### Drive-strength map, run 1

The bar under the picture is 20 um long.
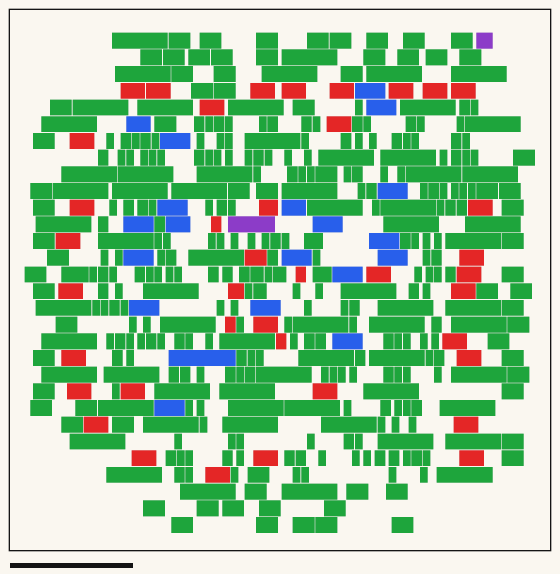
### Cell classes on the final placement, run 1

The bar under the picture is 20 um long.
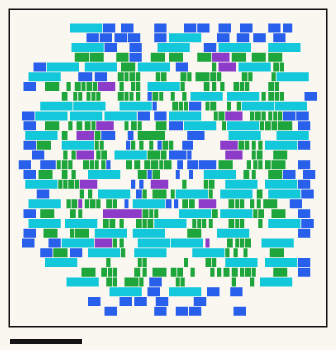
### Sequential cells coloured by netlist name, run 1

The bar under the picture is 20 um long. Other sequential cells in the stronger grey, the rest of the logic in the fainter grey.
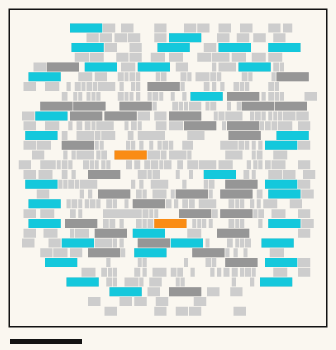
### Gate families picked out, run 1

The bar under the picture is 20 um long.
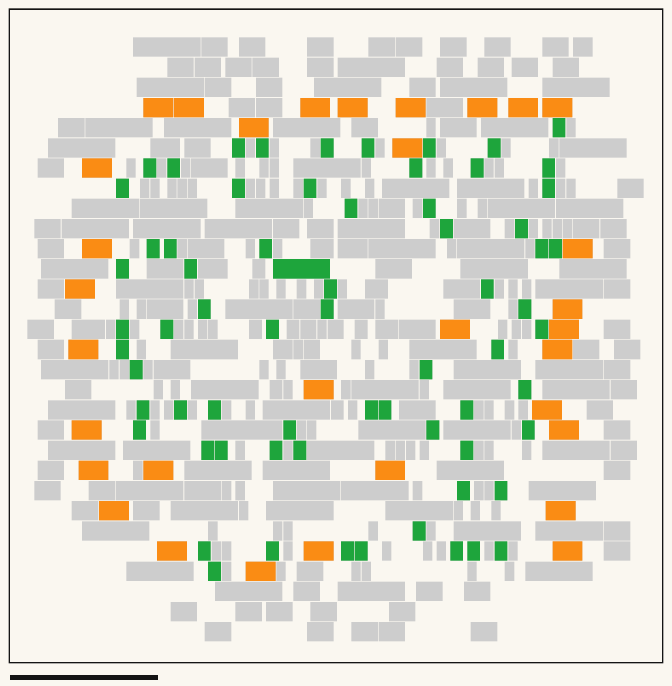
**config.mk**
```make
export PLATFORM = sky130hd
export DESIGN_NAME = pipe_stage_reg
export DESIGN_NICKNAME = d
export VERILOG_FILES = /design/src/rtl/pipe_pkg.sv /design/src/rtl/pipe_sat_counter.sv /design/src/rtl/pipe_stage_reg.sv
export SDC_FILE = /design/constraint.sdc
export NUM_CORES = 1
export LEC_CHECK = 0
export ABC_AREA = 0
export CAP_MARGIN = 10
export CORE_MARGIN = 2
export CORE_UTILIZATION = 44
export DETAILED_ROUTE_END_ITERATION = 8
export GPL_TIMING_DRIVEN = 0
export PLACE_DENSITY = 0.72
export SYNTH_ARGS = -nofsm -noshare
export SYNTH_HDL_FRONTEND = slang
export SYNTH_HIERARCHICAL = 1
export SYNTH_SLANG_ARGS = --single-unit
```
**constraint.sdc**
```tcl
create_clock -name clk -period 2.9 [get_ports clk]
set_input_delay 0.29 -clock clk [delete_from_list [all_inputs] [get_ports clk]]
set_output_delay 0.29 -clock clk [all_outputs]
set_load 0.05 [all_outputs]
```
**src/rtl/pipe_pkg.sv**
```systemverilog
// Shared types for the elastic pipeline register: FSM encoding and default counter width.
package pipe_pkg;
  typedef enum logic [1:0] {PS_EMPTY, PS_FULL, PS_SKID} pipe_state_e;
  localparam int PIPE_CNT_W = 32;
endpackage

```
**src/rtl/pipe_sat_counter.sv**
```systemverilog
// Saturating up-counter used for the optional pipeline perf counters.
module pipe_sat_counter
  import pipe_pkg::*;
#(
  parameter int WIDTH = PIPE_CNT_W
) (
  input  logic             clk,
  input  logic             rst_n,
  input  logic             inc,
  input  logic             clr,
  output logic [WIDTH-1:0] cnt
);
  always_ff @(posedge clk or negedge rst_n) begin
    if (!rst_n)                cnt <= '0;
    else if (clr)              cnt <= '0;
    else if (inc && cnt != '1) cnt <= cnt + WIDTH'(1);
  end
endmodule

```
**src/rtl/pipe_stage_reg.sv**
```systemverilog
// Elastic pipeline register with 2-entry skid buffer, stall vector and flush.
// Optional perf counters (stall_cnt, flush_cnt) enabled by PIPE_STAGE_PERF_EN.
module pipe_stage_reg
  import pipe_pkg::*;
#(
  parameter int WIDTH   = 32,
  parameter int N_STALL = 3,
  parameter int CNT_W   = PIPE_CNT_W
) (
  input  logic               clk,
  input  logic               rst_n,
  input  logic               flush,
  input  logic [N_STALL-1:0] stall,
  input  logic               in_valid,
  output logic               in_ready,
  input  logic [WIDTH-1:0]   in_data,
  output logic               out_valid,
  input  logic               out_ready,
  output logic [WIDTH-1:0]   out_data
`ifdef PIPE_STAGE_PERF_EN
  ,
  output logic [CNT_W-1:0]   stall_cnt,
  output logic [CNT_W-1:0]   flush_cnt
`endif
);
  pipe_state_e      state;
  logic [WIDTH-1:0] main_q, skid_q;
  logic             accept, adv;

  // Handshake flags come from registered state only, so in_ready never sees out_ready.
  assign in_ready  = (state != PS_SKID);
  assign out_valid = (state != PS_EMPTY);
  assign out_data  = main_q;
  assign accept    = in_valid & in_ready;
  assign adv       = out_valid & out_ready & ~|stall;

  always_ff @(posedge clk or negedge rst_n) begin
    if (!rst_n) begin
      state  <= PS_EMPTY;
      main_q <= '0;
      skid_q <= '0;
    end else if (flush) begin
      state  <= PS_EMPTY;
      main_q <= '0;
      skid_q <= '0;
    end else begin
      case (state)
        PS_EMPTY: if (accept) begin
          state  <= PS_FULL;
          main_q <= in_data;
        end
        PS_FULL: begin
          if (accept && adv) main_q <= in_data;
          else if (accept) begin
            state  <= PS_SKID;
            skid_q <= in_data;
          end else if (adv) state <= PS_EMPTY;
        end
        PS_SKID: if (adv) begin
          state  <= PS_FULL;
          main_q <= skid_q;
        end
        default: state <= PS_EMPTY;
      endcase
    end
  end

`ifdef PIPE_STAGE_PERF_EN
  pipe_sat_counter #(.WIDTH(CNT_W)) u_stall_cnt (
    .clk   (clk),
    .rst_n (rst_n),
    .inc   (out_valid & ~adv & ~flush),
    .clr   (1'b0),
    .cnt   (stall_cnt)
  );

  pipe_sat_counter #(.WIDTH(CNT_W)) u_flush_cnt (
    .clk   (clk),
    .rst_n (rst_n),
    .inc   (flush & (state != PS_EMPTY)),
    .clr   (1'b0),
    .cnt   (flush_cnt)
  );
`else
  logic [CNT_W-1:0] unused_cnt_w;
  assign unused_cnt_w = '0;
`endif
endmodule

```
==> notes.md, run 1 <==
The run has ended; figures from its reports follow.

The non-clock buffer contribution to total cell area came out at 0.214. The number of warning messages in the yosys log came out at 6. Yosys instantiated no cell more often than nand2_1. For this design the top-level I/O count stands at 74. Routing resource usage on met2 recorded by global route was 0.319. The worst setup path is launched from a flip-flop. The placed instance count is 504. Pins over their slew limit in the final report were tallied at 0. For this run, the post-layout net count is 459.

The tightest min-delay check is of the in2async type. The critical path data required time came out at 2.61 ns. The layout-stage area growth over the synthesis result is 34.4%. For the worst-skew pair, the clock arrives at the later sink with an insertion delay of 0.34 ns. The overall track demand over capacity in global routing came out at 0.201.

The via total after detailed routing is 2578. After detailed routing, the number of vias per cell comes to 4.96. The clock buffer count in the final layout is 15.

The number of clock buffers inserted by TritonCTS is 9. Post-synth the commonest register cell is dfrtp_1. The maximum vdd ir drop is 0.329 mV. The worst hold slack after final layout is 0.0375 ns.

The share of post-route cells with drive strength above 1 came out at 0.144. The synthesized design contains 0 enable-type register cells. STA classifies the critical path endpoint as an output port. The count of plain and timing-repair buffers came out at 98.

The leakage power summed over all cells is 0.00182 uW. The flow ran to the end, and the final reports show no timing, DRC or antenna violations. The number of buffers added for setup after CTS is 0. Synthesis produced a netlist whose cell count is 335. The tally of filler cells in the layout came out at 590. The weighted congestion at the end of routability-driven global placement came out at 0.759.

For reference, the final report shows the hold violation count at 0. The largest total area in the synthesized netlist belongs to dfrtp_1. The iteration count of the initial detailed-routing pass is 5.

Across the routed clock network, the largest skew measured is 0.00707 ns. The number of maximum-capacitance violations came out at 0. In the final layout, the multi-input gates occupy 1280 um^2. The half-perimeter wire length after placement came out at 5080 um. Dividing total power by cell area gives a power density of 580 nW/um^2. The yosys cell count came out at 335. The via count of the first global-routing pass is 2478. The design has 66 sequential cells.
## Picture notes: 'Drive-strength map'
green -> drive 1 or less  # cells 363, share 86%
blue -> drive 6 and up  # cells 20, share 4.7%
red -> drive 2  # cells 39, share 9.2%
purple -> drive 3 to 4  # cells 2, share 0.47%

## Picture notes: 'Cell classes on the final placement'
green -> all other logic  # cells 244
cyan -> flip-flops  # cells 66
blue -> other buffers and delay cells  # cells 98
purple -> clock drivers and dummy loads  # cells 16

## Picture notes: 'Sequential cells coloured by netlist name'
cyan -> out_data  # sequential cells 32, where all over the die
orange -> state  # sequential cells 2
share of the core filled with cells: 0.614
footprint of the flip-flops and latches: 1650 um^2
flip-flop and latch share of the layout cell area: 0.396
Seq power: 1020 uW

## Picture notes: 'Gate families picked out'
orange -> multiplexers  # cells 32, most used mux2_2, where all over the die
green -> inverting AOI/OAI gates  # cells 68, most used a21oi_1
most numerous logic cell after layout: nand2_1
non-filler cells in the finished layout: 520

==> run 1: cells by family after synthesis <==
family / count (synthesis)
simple gates: 140
compound gates: 69
flops: 66
mux: 32
buf+inv: 28
==> run 1: critical path, stage by stage, from the launching register on <==
cell and delay, ns:
dfrtp_1 0.47, nor2b_1 0.09, clkbuf_8 0.16, inv_1 0.17
buf_1 0.43, dlymetal6s2s_1 0.50
==> run 1: flip-flops by register name, summed over array words and instances (netlist names) <==
register	count
state	2
skid_q	32
out_data	32
==> run 1: through the flow <==
stage	setup slack, ns	setup TNS, ns	area, um^2
after floorplan	0.984	0	3100
after global placement	-0.662	-43.45	3950
after detailed placement	0.377	0	3950
after CTS	0.0290	0	4170
after global routing	0.331	0	4170
final	0.445	0	4170
==> run 1: path summary, 6_finish.rpt <==
| kind | from | to | slack, ns | depth (start not counted) |
|---|---|---|---|---|
| worst max-delay path | state[0] | in_ready | 0.44 | 5 |
| worst min-delay path | rst_n | skid_q[26] | 0.04 | 1 |
| worst max register to register | state[0] | out_data[31] | 0.97 | 6 |
| worst min register to register | out_data[14] | out_data[14] | 0.51 | 1 |
| max in group asynchronous | rst_n | skid_q[22] | 2.31 | 1 |
| min in group clk | out_data[14] | out_data[14] | 0.51 | 1 |
==> run 1: metal layers <==
metal  vias up  share of wire
met3        10          0.036
met1      1243           0.46
met2        58           0.49
met4         0          0.018
met5         -              0
li1       1267              -
==> run 1: report_power, final <==
| group | switching (uW) | total, uW | leakage [uW] | internal [uW] |
|---|---|---|---|---|
| Sequential | 35.3 | 1020 | 0.000883 | 986 |
| Combinational | 345 | 569 | 0.000823 | 224 |
| Clock | 336 | 829 | 0.000110 | 493 |
### Routing congestion map, run 1

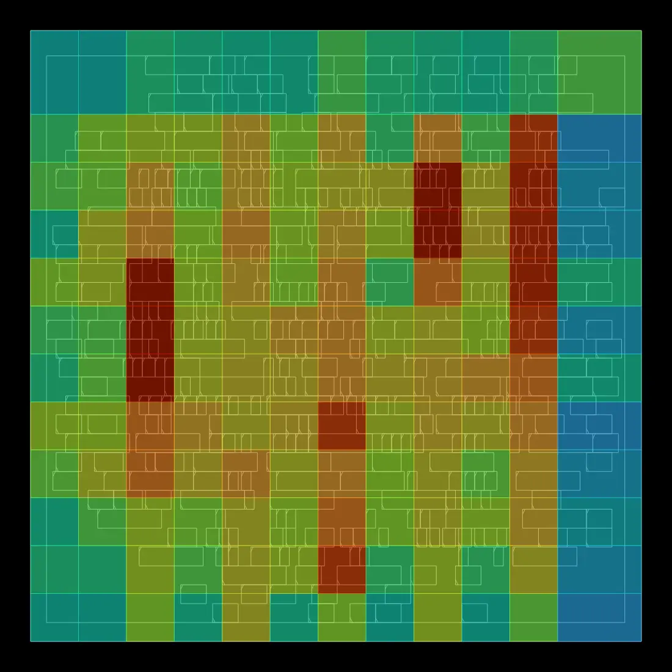

## Run 2: what changed since run 1
--- a/config.mk
+++ b/config.mk
@@ -11,7 +11,7 @@
 export CORE_UTILIZATION = 44
 export DETAILED_ROUTE_END_ITERATION = 8
 export GPL_TIMING_DRIVEN = 0
-export PLACE_DENSITY = 0.72
+export PLACE_DENSITY = 0.75
 export SYNTH_ARGS = -nofsm -noshare
 export SYNTH_HDL_FRONTEND = slang
 export SYNTH_HIERARCHICAL = 1
==> constraint.sdc (replaced) <==
create_clock -name clk -period 2 [get_ports clk]
set_input_delay 0.2 -clock clk [delete_from_list [all_inputs] [get_ports clk]]
set_output_delay 0.2 -clock clk [all_outputs]
set_load 0.05 [all_outputs]
### Routing congestion map, run 2

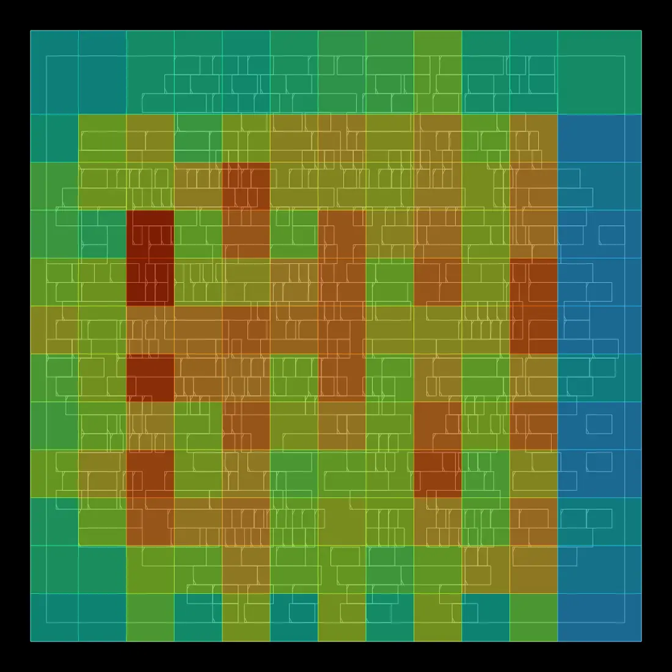
share of the core filled with cells: 0.615
met2 usage in global routing: 0.313
overall fraction of global-route tracks in use: 0.198

### Cell classes on the final placement, run 2

The bar under the picture is 20 um long.
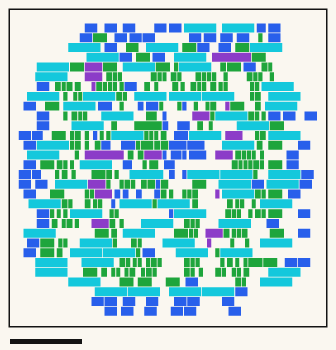
area of the placeable core: 6790 um^2
flip-flop and latch share of the layout cell area: 0.396
design area: 4180 um^2
standard-cell row count: 30

### Sequential cells coloured by netlist name, run 2

The bar under the picture is 20 um long. Other sequential cells in the stronger grey, the rest of the logic in the fainter grey.
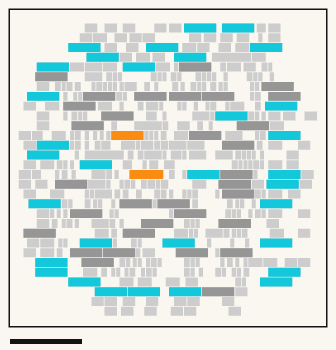
orange -> state  # sequential cells 2
cyan -> out_data  # sequential cells 32, where all over the die
not coloured = 32
Seq power: 1480 uW
footprint of the flip-flops and latches: 1650 um^2

==> notes.md, run 2 <==
The run has ended; figures from its reports follow.

The checks that failed: negative hold slack. Pins over their slew limit in the final report were tallied at 0. The via count of the first global-routing pass came to 2551.

The power per cell area came out at 844 nW/um^2. The insertion delay at the late pin of the worst-skew pair came out at 0.33 ns. The flow measured a signed area growth from synthesis to layout of 34.6%. The half-perimeter wire length after placement came out at 4870 um.

The number of failing hold endpoints at the final stage came out at 57. The total buffers and inverters traversed by the critical path is 3. The tightest hold path in the finished design has a slack of -0.0529 ns. The final worst-path setup slack is 0.0468 ns. Per the synth stats, the flop cell with the highest instance count is dfrtp_1. The via total after detailed routing is 2604.

On the worst path, the slowest cell contributes a delay of 0.53 ns. The worst register-to-register path ends at out_data[27]. The synthesized instance count is 335. The share of post-route cells with drive strength above 1 is 0.155. The number of clock buffers inserted by TritonCTS came out at 9.

The number of warning messages in the yosys log came out at 6. The flow ran to the end, but the final reports show violations. Leaving out filler cells and counting taps, the final layout contains 521.
run 2: area by class of cell:
| class | count | area, um^2 | area share |
|---|---|---|---|
| flip-flops and latches | 66 | 1650 | 0.396 |
| multi-input cells | 241 | 1280 | 0.306 |
| repair buffers | 74 | 732 | 0.175 |
| plain buffers | 25 | 169 | 0.0405 |
| clock buffers | 14 | 153 | 0.0366 |
| well taps | 96 | 120 | 0.0288 |
| clock inverters | 2 | 60.1 | 0.0144 |
| inverters | 3 | 11.3 | 0.00270 |
run 2: power breakdown:
group / internal (uW) / total [uW] / switching (uW)
clock: 740 / 1220 / 481
sequential: 1430 / 1480 / 50.8
combinational: 326 / 824 / 498
total: 2500 / 3530 / 1030
run 2: how the worst max path moves through the flow:
stage,startpoint,end,slack [ns],cells after the start
after floorplan,state[1],out_data[10],0.14,7
after global placement,rst_n,out_data[13],-1.47,1
after detailed placement,stall[1],out_data[6],-0.40,6
after CTS,state[1],in_ready,0.01,5
after global routing,stall[1],out_data[23],0.008,6
final,stall[1],out_data[27],0.05,6
run 2: per-layer routing:
metal | wire, um | share of wire | global-route usage | vias to the layer above
met5 | 0 | 0 | 0 | -
met4 | 77 | 0.011 | 0.0741 | 0
met3 | 311 | 0.043 | 0.0339 | 6
met2 | 3530 | 0.49 | 0.313 | 71
met1 | 3230 | 0.45 | 0.273 | 1260
li1 | - | - | - | 1267
run 2: what timing repair did:
item	4_1_cts	5_1_grt
hold buffers	0	0
resized	7	9
pin swaps	1	0
buffers inserted	1	0
setup endpoints to repair	32	23
run 2: metrics by stage:
stage / instance area, um^2 / total power, uW
final: 4180 / 3530
after global routing: 4180 / 3680
after CTS: 4170 / 3550
after detailed placement: 3950 / 2330
after global placement: 3950 / 2320
after floorplan: 3100 / 2010
Power is estimated from default activity; no workload was simulated.
